<file path="config.mk">
export PLATFORM = sky130hd
export DESIGN_NAME = mdc_seq
export DESIGN_NICKNAME = d
export VERILOG_FILES = /design/src/rtl/mdc_pkg.sv /design/src/rtl/mdc_fifo.sv /design/src/rtl/mdc_seq.sv
export SDC_FILE = /design/constraint.sdc
export NUM_CORES = 1
export LEC_CHECK = 0
export CORE_ASPECT_RATIO = 0.7
export CORE_MARGIN = 4
export CORE_UTILIZATION = 60
export DETAILED_ROUTE_END_ITERATION = 8
export PLACE_DENSITY = 0.93
export SYNTH_ARGS = -nofsm -noshare
export SYNTH_HDL_FRONTEND = slang
export SYNTH_HIERARCHICAL = 1
export SYNTH_SLANG_ARGS = --single-unit
</file>
<file path="constraint.sdc">
create_clock -name clk -period 6.9 [get_ports clk]
set_clock_uncertainty 0.2 [all_clocks]
set_input_delay 2.07 -clock clk [delete_from_list [all_inputs] [get_ports clk]]
set_output_delay 2.07 -clock clk [all_outputs]
set_load 0.05 [all_outputs]
</file>
<file path="src/rtl/mdc_pkg.sv">
// Shared types and helpers for the GCD core sequencer.
package mdc_pkg;

    localparam int MDC_WIDTH    = 8;
    localparam int BYPASS_MAX_W = 64;

    typedef enum logic [1:0] {
        IDLE   = 2'd0,
        LAUNCH = 2'd1,
        WAIT   = 2'd2
    } state_t;

    // The subtract-loop core never terminates on a zero operand, so those pairs are answered locally.
    function automatic logic is_bypass(input logic [BYPASS_MAX_W-1:0] x,
                                       input logic [BYPASS_MAX_W-1:0] y);
        return (x == '0) || (y == '0);
    endfunction

endpackage

</file>
<file path="src/rtl/mdc_fifo.sv">
// Command FIFO for operand pairs; pointers carry an extra wrap bit to tell full from empty.
module mdc_fifo #(
    parameter int WIDTH = 16,
    parameter int DEPTH = 4
) (
    input  logic             clk,
    input  logic             rst_i,
    input  logic             push_i,
    input  logic             pop_i,
    input  logic [WIDTH-1:0] data_i,
    output logic             full_o,
    output logic             empty_o,
    output logic [WIDTH-1:0] head_o
);

    localparam int AW = $clog2(DEPTH);
    localparam logic [AW:0] PTR_ONE = (AW+1)'(1);

    logic [AW:0]      wr_ptr_q, wr_ptr_d;
    logic [AW:0]      rd_ptr_q, rd_ptr_d;
    logic [WIDTH-1:0] mem_q [DEPTH];
    logic [WIDTH-1:0] mem_d [DEPTH];
    logic             do_push;
    logic             do_pop;

    assign full_o  = (wr_ptr_q[AW] != rd_ptr_q[AW]) && (wr_ptr_q[AW-1:0] == rd_ptr_q[AW-1:0]);
    assign empty_o = (wr_ptr_q == rd_ptr_q);
    assign head_o  = mem_q[rd_ptr_q[AW-1:0]];
    assign do_push = push_i && !full_o;
    assign do_pop  = pop_i && !empty_o;

    always_comb begin
        mem_d    = mem_q;
        wr_ptr_d = wr_ptr_q;
        rd_ptr_d = rd_ptr_q;
        if (do_push) begin
            mem_d[wr_ptr_q[AW-1:0]] = data_i;
            wr_ptr_d                = wr_ptr_q + PTR_ONE;
        end
        if (do_pop) begin
            rd_ptr_d = rd_ptr_q + PTR_ONE;
        end
    end

    always_ff @(posedge clk) begin
        if (rst_i) begin
            wr_ptr_q <= '0;
            rd_ptr_q <= '0;
        end else begin
            wr_ptr_q <= wr_ptr_d;
            rd_ptr_q <= rd_ptr_d;
        end
    end

    always_ff @(posedge clk) begin
        mem_q <= mem_d;
    end

endmodule

</file>
<file path="src/rtl/mdc_seq.sv">
// Sequencer that feeds queued operand pairs to the GCD core one job at a time.
//   state  | meaning
//   IDLE   | waiting for a queued pair, a free result slot and an idle core
//   LAUNCH | start pulse high, core samples operands at the end of this cycle
//   WAIT   | job running, watchdog counting until done or timeout
module mdc_seq
    import mdc_pkg::*;
#(
    parameter int WIDTH   = MDC_WIDTH,
    parameter int DEPTH   = 4,
    parameter int TIMEOUT = 1024
) (
    input  logic             clk,
    input  logic             rst_i,
    input  logic             cmd_valid_i,
    output logic             cmd_ready_o,
    input  logic [WIDTH-1:0] cmd_x_i,
    input  logic [WIDTH-1:0] cmd_y_i,
    output logic             res_valid_o,
    input  logic             res_ready_i,
    output logic [WIDTH-1:0] res_data_o,
    output logic             mdc_start_o,
    output logic [WIDTH-1:0] mdc_x_o,
    output logic [WIDTH-1:0] mdc_y_o,
    input  logic             mdc_busy_i,
    input  logic             mdc_done_i,
    input  logic [WIDTH-1:0] mdc_result_i,
    output logic             err_o
);

    localparam int CW = $clog2(TIMEOUT + 1);
    localparam logic [CW-1:0] CNT_TC  = CW'(TIMEOUT - 1);
    localparam logic [CW-1:0] CNT_ONE = CW'(1);

    state_t             state_q, state_d;
    logic [CW-1:0]      cnt_q, cnt_d;
    logic               start_q, start_d;
    logic [WIDTH-1:0]   x_q, x_d;
    logic [WIDTH-1:0]   y_q, y_d;
    logic               res_valid_q, res_valid_d;
    logic [WIDTH-1:0]   res_data_q, res_data_d;
    logic               err_q, err_d;

    logic               fifo_full;
    logic               fifo_empty;
    logic [2*WIDTH-1:0] fifo_head;
    logic               pop;
    logic [WIDTH-1:0]   head_x;
    logic [WIDTH-1:0]   head_y;
    logic               slot_free;
    logic               launch_ok;
    logic               bypass;
    logic               timeout_hit;

    mdc_fifo #(
        .WIDTH (2 * WIDTH),
        .DEPTH (DEPTH)
    ) u_fifo (
        .clk     (clk),
        .rst_i   (rst_i),
        .push_i  (cmd_valid_i),
        .pop_i   (pop),
        .data_i  ({cmd_x_i, cmd_y_i}),
        .full_o  (fifo_full),
        .empty_o (fifo_empty),
        .head_o  (fifo_head)
    );

    assign head_x      = fifo_head[2*WIDTH-1:WIDTH];
    assign head_y      = fifo_head[WIDTH-1:0];
    assign slot_free   = !res_valid_q || res_ready_i;
    assign launch_ok   = !fifo_empty && slot_free && !mdc_busy_i;
    assign bypass      = is_bypass(BYPASS_MAX_W'(head_x), BYPASS_MAX_W'(head_y));
    assign timeout_hit = (cnt_q == CNT_TC);

    always_ff @(posedge clk) begin
        if (rst_i) begin
            state_q     <= IDLE;
            cnt_q       <= '0;
            start_q     <= 1'b0;
            x_q         <= '0;
            y_q         <= '0;
            res_valid_q <= 1'b0;
            res_data_q  <= '0;
            err_q       <= 1'b0;
        end else begin
            state_q     <= state_d;
            cnt_q       <= cnt_d;
            start_q     <= start_d;
            x_q         <= x_d;
            y_q         <= y_d;
            res_valid_q <= res_valid_d;
            res_data_q  <= res_data_d;
            err_q       <= err_d;
        end
    end

    always_comb begin
        state_d = state_q;
        case (state_q)
            IDLE:    if (launch_ok && !bypass) state_d = LAUNCH;
            LAUNCH:  state_d = WAIT;
            WAIT:    if (mdc_done_i || timeout_hit) state_d = IDLE;
            default: state_d = IDLE;
        endcase
    end

    always_comb begin
        pop         = 1'b0;
        start_d     = 1'b0;
        x_d         = x_q;
        y_d         = y_q;
        cnt_d       = cnt_q;
        res_valid_d = res_valid_q && !res_ready_i;
        res_data_d  = res_data_q;
        err_d       = err_q;
        case (state_q)
            IDLE: begin
                if (launch_ok) begin
                    pop = 1'b1;
                    if (bypass) begin
                        res_data_d  = head_x | head_y;
                        res_valid_d = 1'b1;
                    end else begin
                        x_d     = head_x;
                        y_d     = head_y;
                        start_d = 1'b1;
                    end
                end
            end
            LAUNCH: cnt_d = '0;
            WAIT: begin
                // Launch required a free slot, so nothing can be pending here.
                if (mdc_done_i) begin
                    res_data_d  = mdc_result_i;
                    res_valid_d = 1'b1;
                end else if (timeout_hit) begin
                    err_d = 1'b1;
                end else begin
                    cnt_d = cnt_q + CNT_ONE;
                end
            end
            default: ;
        endcase
    end

    assign cmd_ready_o = !fifo_full;
    assign res_valid_o = res_valid_q;
    assign res_data_o  = res_data_q;
    assign mdc_start_o = start_q;
    assign mdc_x_o     = x_q;
    assign mdc_y_o     = y_q;
    assign err_o       = err_q;

endmodule
</file>
==> notes.md <==
Notes from the flow run.

Cells and area:
- The run gives the number of nets in the layout as 458.
- From synthesis to final layout, the design area changed by 18.8%.
- The run gives the combinational cell area excluding buffers and inverters as 1790 sq um.

Clocking:
- TritonCTS built the clock tree.
- The run puts the post-CTS setup repair buffer count at 0.
- The number of hold buffers added after CTS was 0.

Critical path:
- STA puts the critical path data arrival time at 2700 ps.
- The worst setup path is of the flop to primary output kind.

Outcome:
- The flow ran to the end, and the final reports show no timing, DRC or antenna violations.

Synth:
- The run puts the post-synthesis async set-or-reset flop share at 0%.
- The run puts the gate count after technology mapping at 375.
- The run puts the area fraction of the dominant cell type after synthesis at 40.1%.
- The cell-mix breakdown from Yosys lists the compound-gate area share as 11.4%.

Timing:
- The run gives the clock period minus final worst setup slack as 4970 ps.
- The run gives the slew of the pin with the lowest slew margin as 1220 ps.

Die:
- The run puts the I/O pin count at 58.
- The run puts the overall die height at 82.7 microns.
- The run gives the area of the die as 9500 sq um.

Detailed routing:
- The first detailed-routing pass ran for 5 iterations.
- The run gives the number of DRC markers in iteration 0 as 304.
- The count of nets left with antenna violations once routing finished came out at 0.
- In the routed design, unresolved DRC markers number 0.

Hold path:
- The run gives the class of the tightest hold or removal check as flop to flop.

Placed design:
- The run gives the global placer's final weighted congestion as 0.912.

Job:
- The run puts the tally of OpenROAD warnings at 29.
-- synthesized netlist by cell type, types with 5 or more instances --
cell,instances
edfxtp_1,64
dfxtp_1,46
nand2_1,29
a21oi_1,22
nand4_1,22
o31ai_1,18
mux4_2,16
clkbuf_1,12
o211ai_1,11
mux2i_1,10
nand3_1,10
nor2_1,10
inv_1,9
nor4_1,9
and2_1,7
o21ai_0,7
ha_1,6
buf_2,5
-- final timing paths --
check	endpoint	slack (ps)	cells after the start
hold / removal	res_data_o[2]	260	2
setup / recovery	cmd_ready_o	1930	4
hold reg to reg	res_data_o[2]	260	2
setup reg to reg	res_data_o[1]	3290	7
-- area by class of cell --
| class | count | area share (%) |
|---|---|---|
| Clock buffer | 11 | 4.09 |
| Multi-Input combinational cell | 232 | 31.4 |
| Clock inverter | 5 | 1.45 |
| Inverter | 10 | 0.660 |
| Tap cell | 98 | 2.16 |
| Sequential cell | 110 | 50.0 |
| Timing Repair Buffer | 59 | 10.3 |
-- flip-flops by register name, summed over array words and instances, names as in the netlist --
register and flops:
mdc_y_o 8, cnt_q 11, u_fifo/rd_ptr_q 3, state_q 2, u_fifo/wr_ptr_q 3, err_o 1
mdc_x_o 8, res_valid_o 1, mdc_start_o 1, u_fifo/mem_q 64, res_data_o 8
-- power by group --
group / leakage (nW) / total, mW / switching [mW] / internal, mW
clock network: 0.154 / 0.542 / 0.222 / 0.320
logic: 0.766 / 0.401 / 0.259 / 0.142
registers: 0.961 / 0.792 / 0.0380 / 0.754
total: 1.88 / 1.73 / 0.519 / 1.22
-- critical path, stage by stage (launching register included) --
cell and delay [ps]:
dfxtp_1 1050, xor2_2 320, nor3_1 100, inv_1 70, clkdlybuf4s50_1 790
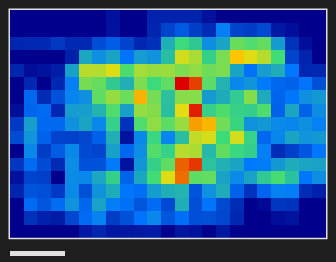
Fig. 1. Routed metal per tile.
Bar = 20 microns. 23 x 17 tiles, from dark blue (low) to red (high), scaled to the fullest tile. Values are wire area over tile area, all layers added.
tiles over half the peak = 17%
mean over tiles = 0.20
fullest tile = 0.74
densest ninth of the die = middle
emptiest ninth of the die = top left
detailed-route wire length: 11000 microns
Wirelength per Cell: 21.0 microns
aggregate global-route resource usage: 24.9%
via count: 3458

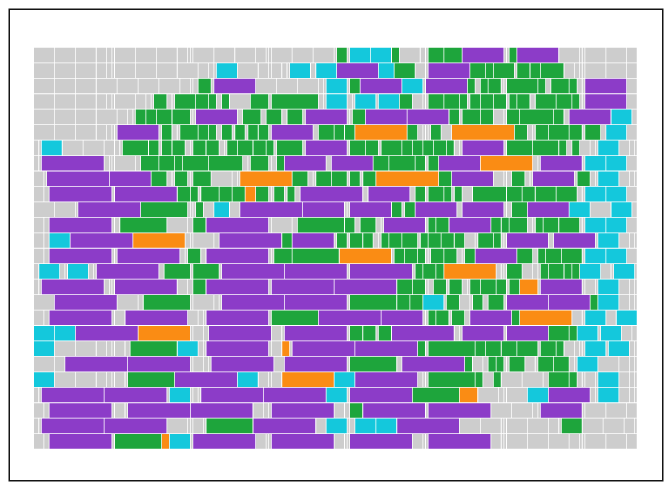
Fig. 2. Placement by cell class.
Fill, decap, tap and diode cells in gray.
orange -> clock drivers and dummy loads  # cells 16
purple -> sequential cells  # cells 110
green -> combinational and other logic  # cells 242
cyan -> remaining buffers and delay cells  # cells 59
fraction of the core area covered by cells at the end of the flow: 75.7%
cell area after layout: 5690 sq um
number of rows in the core area: 26

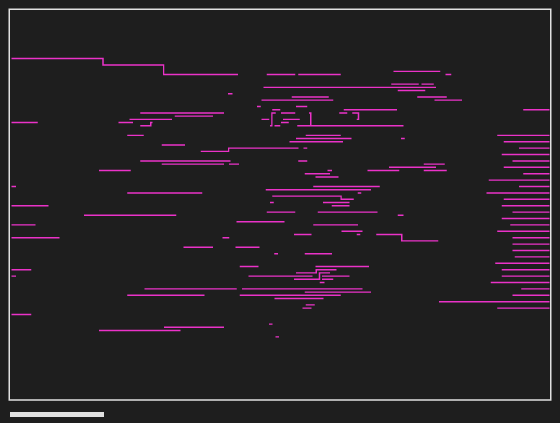
Fig. 3. Met3 routing.
Bar = 20 microns.
wire length on this layer = 1070 microns
longest straight run = 36.3 microns
nets with wire on the layer = 94
share of all routed wire = 9.7%
main direction = horizontal
met3 routing resource usage after global routing: 6.63%

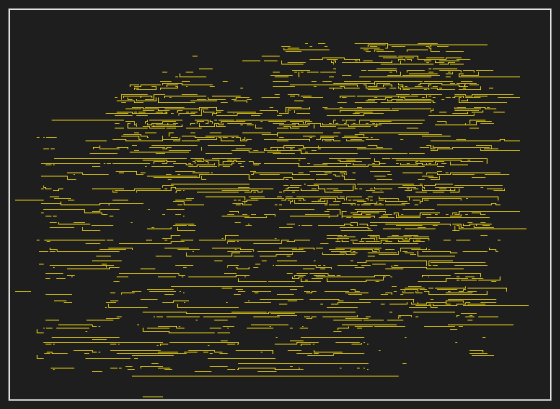
Fig. 4. The metal 1 layer.
share of all routed wire = 40%
main direction = horizontal
nets with wire on the layer = 406
wire length on this layer = 4360 microns
longest straight run = 56.6 microns
met1 Use GR: 32.2%

Power is estimated from default activity; no workload was simulated.
